<file path="src/rtl/seven_seg_pkg.sv">
// Shared constants and helpers for the four-digit multiplexed seven-segment driver.
// Latency: n/a (types, constants and pure functions only).
// Backpressure: n/a.
//
// Segment patterns are active-low with bit order {g,f,e,d,c,b,a}.
package seven_seg_pkg;

  // Number of multiplexed digits and the width of the scan index.
  localparam int NUM_DIGITS = 4;
  localparam int IDX_W      = $clog2(NUM_DIGITS);

  typedef logic [IDX_W-1:0] idx_t;
  typedef logic [6:0]       seg_t;

  // Special patterns.
  localparam seg_t SEG_BLANK = 7'b1111111;
  localparam seg_t SEG_DASH  = 7'b0111111;

  // Decimal digit patterns.
  localparam seg_t SEG_0 = 7'b1000000;
  localparam seg_t SEG_1 = 7'b1111001;
  localparam seg_t SEG_2 = 7'b0100100;
  localparam seg_t SEG_3 = 7'b0110000;
  localparam seg_t SEG_4 = 7'b0011001;
  localparam seg_t SEG_5 = 7'b0010010;
  localparam seg_t SEG_6 = 7'b0000010;
  localparam seg_t SEG_7 = 7'b1111000;
  localparam seg_t SEG_8 = 7'b0000000;
  localparam seg_t SEG_9 = 7'b0010000;

  // Active-low one-hot digit enable for a scan index. Index 0 is the
  // leftmost digit and is driven by the most significant enable bit.
  function automatic logic [NUM_DIGITS-1:0] digit_enable(input idx_t idx);
    logic [NUM_DIGITS-1:0] en;
    en = '1;
    en[NUM_DIGITS-1-int'(idx)] = 1'b0;
    return en;
  endfunction

endpackage

</file>
<file path="src/rtl/seven_seg_decoder.sv">
// BCD nibble to active-low seven-segment pattern, with a forced-blank input.
// Latency: purely combinational.
// Backpressure: none.
//
// Ports:
//   nibble  - BCD digit to show; values 10..15 are shown as a dash
//   blank   - when high the output is all segments off, regardless of nibble
//   pattern - active-low segments {g,f,e,d,c,b,a}
module seven_seg_decoder
  import seven_seg_pkg::*;
(
  input  logic [3:0] nibble,
  input  logic       blank,
  output logic [6:0] pattern
);

  always_comb begin
    pattern = SEG_DASH;
    if (blank) begin
      pattern = SEG_BLANK;
    end else begin
      case (nibble)
        4'd0:    pattern = SEG_0;
        4'd1:    pattern = SEG_1;
        4'd2:    pattern = SEG_2;
        4'd3:    pattern = SEG_3;
        4'd4:    pattern = SEG_4;
        4'd5:    pattern = SEG_5;
        4'd6:    pattern = SEG_6;
        4'd7:    pattern = SEG_7;
        4'd8:    pattern = SEG_8;
        4'd9:    pattern = SEG_9;
        default: pattern = SEG_DASH;
      endcase
    end
  end

endmodule

</file>
<file path="src/rtl/seven_seg_scan_driver.sv">
// Time-multiplexed four-digit seven-segment driver with a one-deep load buffer.
// Latency: digit/segments are registered, updating one cycle after each prescaler tick.
// Backpressure: load_ready low while a value is pending; it frees only at a frame wrap.
//
// Ports:
//   clock, reset  - rising-edge clock, asynchronous active-high reset
//   value_in      - four BCD nibbles, [15:12] is the leftmost digit
//   load_valid    - value_in offered this cycle
//   load_ready    - pending buffer empty; a valid on this cycle is accepted
//   blank_lz      - blank zero nibbles to the left of the first nonzero one
//   digit         - active-low one-hot digit enable, digit[3] is the leftmost digit
//   segments      - active-low {g,f,e,d,c,b,a}
//   frame_done    - one-cycle pulse with the digit-0 update that follows a wrap
//
// CLK_DIV sets the number of cycles each digit stays lit and must be at least 2.
module seven_seg_scan_driver
  import seven_seg_pkg::*;
#(
  parameter int CLK_DIV = 50000
) (
  input  logic        clock,
  input  logic        reset,
  input  logic [15:0] value_in,
  input  logic        load_valid,
  output logic        load_ready,
  input  logic        blank_lz,
  output logic [3:0]  digit,
  output logic [6:0]  segments,
  output logic        frame_done
);

  localparam int PRE_W = (CLK_DIV > 1) ? $clog2(CLK_DIV) : 1;
  localparam int VAL_W = 4 * NUM_DIGITS;

  // --------------------------------------------------------------------------
  // Prescaler: counts 0..CLK_DIV-1, tick on the terminal count.
  // --------------------------------------------------------------------------
  logic [PRE_W-1:0] pre_cnt;
  logic             tick;

  assign tick = (pre_cnt == PRE_W'(CLK_DIV - 1));

  always_ff @(posedge clock or posedge reset) begin
    if (reset) begin
      pre_cnt <= '0;
    end else if (tick) begin
      pre_cnt <= '0;
    end else begin
      pre_cnt <= pre_cnt + PRE_W'(1);
    end
  end

  // --------------------------------------------------------------------------
  // Scan index. The index names the digit that the next tick will light, so
  // the first tick after reset lights digit 0 and the index moves on to 1.
  // --------------------------------------------------------------------------
  idx_t scan_idx;
  logic last_digit;
  logic frame_wrap;

  assign last_digit = (scan_idx == idx_t'(NUM_DIGITS - 1));
  assign frame_wrap = tick && last_digit;

  always_ff @(posedge clock or posedge reset) begin
    if (reset) begin
      scan_idx <= '0;
    end else if (tick) begin
      scan_idx <= last_digit ? '0 : scan_idx + idx_t'(1);
    end
  end

  // Remembers that at least one full frame has been scanned, so the very first
  // digit-0 update after reset (which is not a wrap) does not pulse frame_done.
  logic wrapped_once;

  always_ff @(posedge clock or posedge reset) begin
    if (reset) begin
      wrapped_once <= 1'b0;
    end else if (frame_wrap) begin
      wrapped_once <= 1'b1;
    end
  end

  // --------------------------------------------------------------------------
  // Load path: one pending slot in front of the display register.
  // The display register only changes on the wrap tick, i.e. on the same edge
  // that lights digit 3, so every frame shows a single value. A transfer needs
  // the slot full and an accept needs it empty, so the two never collide.
  // --------------------------------------------------------------------------
  logic [VAL_W-1:0] disp_val;
  logic [VAL_W-1:0] pend_val;
  logic             pend_full;

  assign load_ready = ~pend_full;

  always_ff @(posedge clock or posedge reset) begin
    if (reset) begin
      disp_val  <= '0;
      pend_val  <= '0;
      pend_full <= 1'b0;
    end else if (frame_wrap && pend_full) begin
      disp_val  <= pend_val;
      pend_full <= 1'b0;
    end else if (load_valid && !pend_full) begin
      pend_val  <= value_in;
      pend_full <= 1'b1;
    end
  end

  // --------------------------------------------------------------------------
  // Current nibble and leading-zero blanking.
  // A digit is a leading zero when it and every digit to its left are zero.
  // The rightmost digit is always shown so an all-zero value reads "0".
  // --------------------------------------------------------------------------
  logic [3:0] cur_nibble;
  logic       seen_nonzero;
  logic       cur_blank;
  seg_t       cur_pattern;

  always_comb begin
    cur_nibble   = '0;
    seen_nonzero = 1'b0;
    for (int i = 0; i < NUM_DIGITS; i++) begin
      if (idx_t'(i) == scan_idx) begin
        cur_nibble = disp_val[VAL_W-1-4*i -: 4];
      end
      if ((i <= int'(scan_idx)) && (disp_val[VAL_W-1-4*i -: 4] != 4'd0)) begin
        seen_nonzero = 1'b1;
      end
    end
    cur_blank = blank_lz && !seen_nonzero && !last_digit;
  end

  seven_seg_decoder u_decoder (
    .nibble  (cur_nibble),
    .blank   (cur_blank),
    .pattern (cur_pattern)
  );

  // --------------------------------------------------------------------------
  // Output registers: digit, segments and frame_done move together on the
  // edge that sees tick, so the panel never shows one digit's segments on
  // another digit's enable.
  // --------------------------------------------------------------------------
  always_ff @(posedge clock or posedge reset) begin
    if (reset) begin
      digit      <= '1;
      segments   <= SEG_BLANK;
      frame_done <= 1'b0;
    end else begin
      frame_done <= 1'b0;
      if (tick) begin
        digit      <= digit_enable(scan_idx);
        segments   <= cur_pattern;
        frame_done <= (scan_idx == '0) && wrapped_once;
      end
    end
  end

endmodule

</file>
<file path="config.mk">
export PLATFORM = sky130hd
export DESIGN_NAME = seven_seg_scan_driver
export DESIGN_NICKNAME = d
export VERILOG_FILES = /design/src/rtl/seven_seg_pkg.sv /design/src/rtl/seven_seg_decoder.sv /design/src/rtl/seven_seg_scan_driver.sv
export SDC_FILE = /design/constraint.sdc
export NUM_CORES = 1
export LEC_CHECK = 0
export ABC_AREA = 1
export ABC_CLOCK_PERIOD_IN_PS = 5600
export CORE_UTILIZATION = 50
export DETAILED_ROUTE_END_ITERATION = 16
export PLACE_DENSITY = 0.84
export REMOVE_ABC_BUFFERS = 1
export SYNTH_ARGS = -nofsm -noshare
export SYNTH_HDL_FRONTEND = slang
export SYNTH_SLANG_ARGS = --single-unit
export TNS_END_PERCENT = 50
</file>
<file path="constraint.sdc">
create_clock -name clock -period 5.6 [get_ports clock]
set_clock_uncertainty 0.2 [all_clocks]
set_input_delay 1.12 -clock clock [delete_from_list [all_inputs] [get_ports clock]]
set_output_delay 1.12 -clock clock [all_outputs]
set_load 0.1 [all_outputs]
</file>
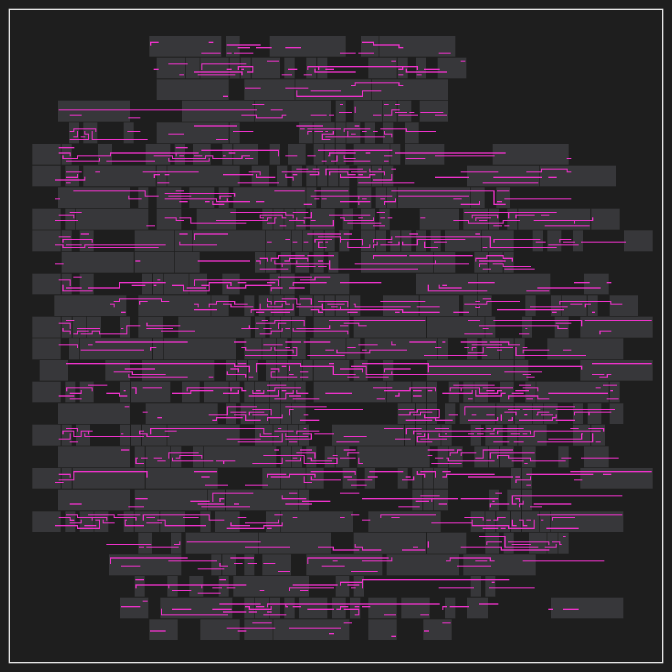
met1.png
nets with wire on the layer	389
longest straight run	24.8 µm
wire length on this layer	2630 µm

==> job_summary.md <==
## Implementation flow summary

| Metric | Value |
|---|---|
| CTS clock-pin slew for the worst setup and hold paths | `70 ps` |
| Worst Setup EP | `segments[1]` |
| HPWL after DPL | `4200 µm` |
| GRT overflow | `0` |
| Antenna Cells | `0` |
| CP arrival | `2020 ps` |
| Crit path DRT | `4280 ps` |
| Final wirelength | `5950 µm` |
| Area grow syn2layout | `16.8%` |
| Max-cap viol count | `0` |
| Vias/cell | `between 5 and 6` |
| Switching part of the total | `between 20 and 25%` |
| Final hold viol count | `0` |
| Hold endpoint | `pre_cnt[0]$_DFF_PP0_` |
| Post-cts sizing count | `0` |
| Tool warning count | `28` |
| CTS max path bufs | `2` |
| Clock latency on the worst-skew pair | `330 ps` |
| Internal power | `712 µW` |
| Synthesized area | `0.00321 mm²` |
| Initial antenna violation count | `0` |
| Num rows | `28` |
| # Cells Yosys | `about 380` |
| RR Endpoint | `segments[3]$_DFFE_PP1N_` |
| First-pass GRT wire length | `10300 µm` |
| Outcome | `finished, final reports clean` |
| Leak | `between 0.0015 and 0.002 µW` |
| Detailed-route DRC error count | `0` |
| DR WL/cell | `roughly 12 µm` |
| Most numerous logic cells after layout | `nand2_1, inv_1, dfrtp_1, nor2_1, a21oi_1` |
| R2R setup slack | `3130 ps` |
| Core ar. | `0.00606 mm²` |
| Layout cell share with drive strength beyond 1 | `about 17%` |
| Antenna-violating nets left | `0` |
| Crit-path max cell delay | `about 1100 ps` |
| Worst slew pin tran | `993 ps` |
| RSZ-0062 raised after global routing | `false` |
| All-layer global routing usage | `20.3%` |
| Max-slew headroom | `33.6%` |
| P_sw | `just under 200 µW` |
| Yosys Chip Area | `around 0.0032 mm²` |
| Syn avg cell area | `8.55 µm²` |
| Top Ports | `33` |
| Clock share of power | `42.5%` |
| Count leader, synth | `nand2_1` |
| 1st-iter DRT viols | `102` |
| Largest net degree at the start of global routing | `65` |
| Peak VDD IR | `between 0.00015 and 0.0002 V` |
| Logic pwr share | `4.6%` |
| Cell count along the critical path | `1` |
| Tcrit/Tclk final | `between 50 and 60%` |
| NumNets Final | `between 400 and 500` |
| Registers, synthesis | `64` |
| Setup fix buffers added after clock tree synthesis | `0` |
| CTS tree | `done` |
| Post-synth cell types | `33` |
| Vias after detailed routing | `2470` |
| Crit start category | `flip-flop` |
| Fmax | `~300 MHz` |
| Final hold slack | `about 270 ps` |
| Ys flop type | `dfrtp_1` |
| Port Buffer Count | `32` |
| Post-route minimum period | `3340 ps` |
| Max-slew violations | `0` |
| Synth area leaders | `dfrtp_1, dfstp_2, nand2_1, inv_1, nor2_1` |
| Worst Setup SP | `segments[1]$_DFFE_PP1N_` |
| Buffers & Inverters on Critical Path | `1` |
| Post-route setup TNS | `0 ps` |
| Clock root buffer | `clkbuf_8` |
| Seq share, synth | `between 50% and 60%` |
| Core Util at FP | `between 50 and 60%` |
| Vias in the first global route | `2389` |
| Max-area cell share | `roughly two fifths` |
| Synth async-reset ratio | `100%` |
| Synth warn | `0` |
| Worst min-delay path class | `flip-flop to flip-flop` |
| TritonRoute pass-1 iters | `4` |
| Critical path capture point type | `output port` |
| Family with the most delay on the worst path | `buffers and inverters` |
| Final setup viols | `0` |
| Cell count of the worst hold path | `1` |
| H-tree Lvls | `3` |
| FILL cells | `525` |
| Worst path cell trace | `clkdlybuf4s50_1` |
| CTS sink cnt | `about 64` |
| Post-CTS Hold Buffers | `0` |
| WS Path Type | `flip-flop to output port` |
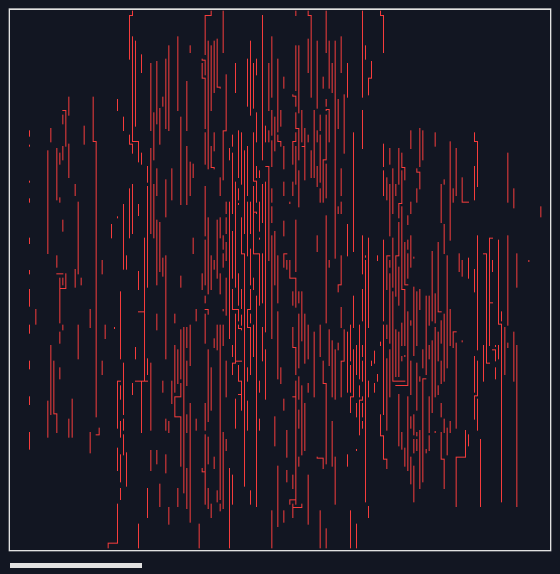
met2.png
The bar under the picture is 20 µm long.
longest straight run	41.9 µm
share of all routed wire	51%
main direction	vertical
nets with wire on the layer	351
wire length on this layer	3050 µm

cells by family (layout without fill, tap and decap cells):
kind of cell,count (synthesis),in the layout,share of synthesized area [%]
xor+xnor,5,5,1.36
simple gates,163,163,23.9
buf+inv,69,108,9.16
flops,64,64,50.4
fa+ha+maj,6,6,2.34
compound gates,68,68,12.8
metrics by stage:
stage / power, µW / setup slack, ps / instances / instance area, µm²
floorplan: 510 / 2700 / 365 / 3140
global placement: 529 / 2650 / 473 / 3560
global route: 944 / 2210 / 489 / 3750
detailed placement: 530 / 2620 / 473 / 3560
finish: 906 / 2260 / 489 / 3750
CTS: 917 / 2250 / 489 / 3750
final cells by class:
type / count / area (µm²) / area share, %
well taps: 75 / 93.8 / 2.50
clock inverters: 3 / 42.5 / 1.13
clock buffers: 13 / 149 / 3.97
flip-flops and latches: 64 / 1620 / 43.1
multi-input cells: 242 / 1300 / 34.6
inverters: 59 / 221 / 5.91
repair buffers: 33 / 328 / 8.74
registers in the layout, indices dropped and copies added, names as in the netlist:
signal / count
pend_full: 1
scan_idx: 2
frame_done: 1
disp_val: 16
pre_cnt: 16
segments: 7
pend_val: 16
wrapped_once: 1
digit: 4
power by group through the flow:
stage / Sequential, µW / Clock [µW] / Combinational [µW]
after floorplan: 487 / 0 / 23.3
after global placement: 487 / 0 / 41.5
after detailed placement: 487 / 0 / 42.7
after CTS: 479 / 395 / 43.0
after global routing: 480 / 415 / 48.6
final: 479 / 385 / 41.6
per-layer routing:
metal	vias up	share of wire (%)	global-route usage [%]
met5	-	0	0
met4	0	1.1	10.0
met3	7	3.5	4.18
met2	49	51	34.5
met1	1165	44	24.4
li1	1249	-	-
Power and IR drop assume default switching activity.
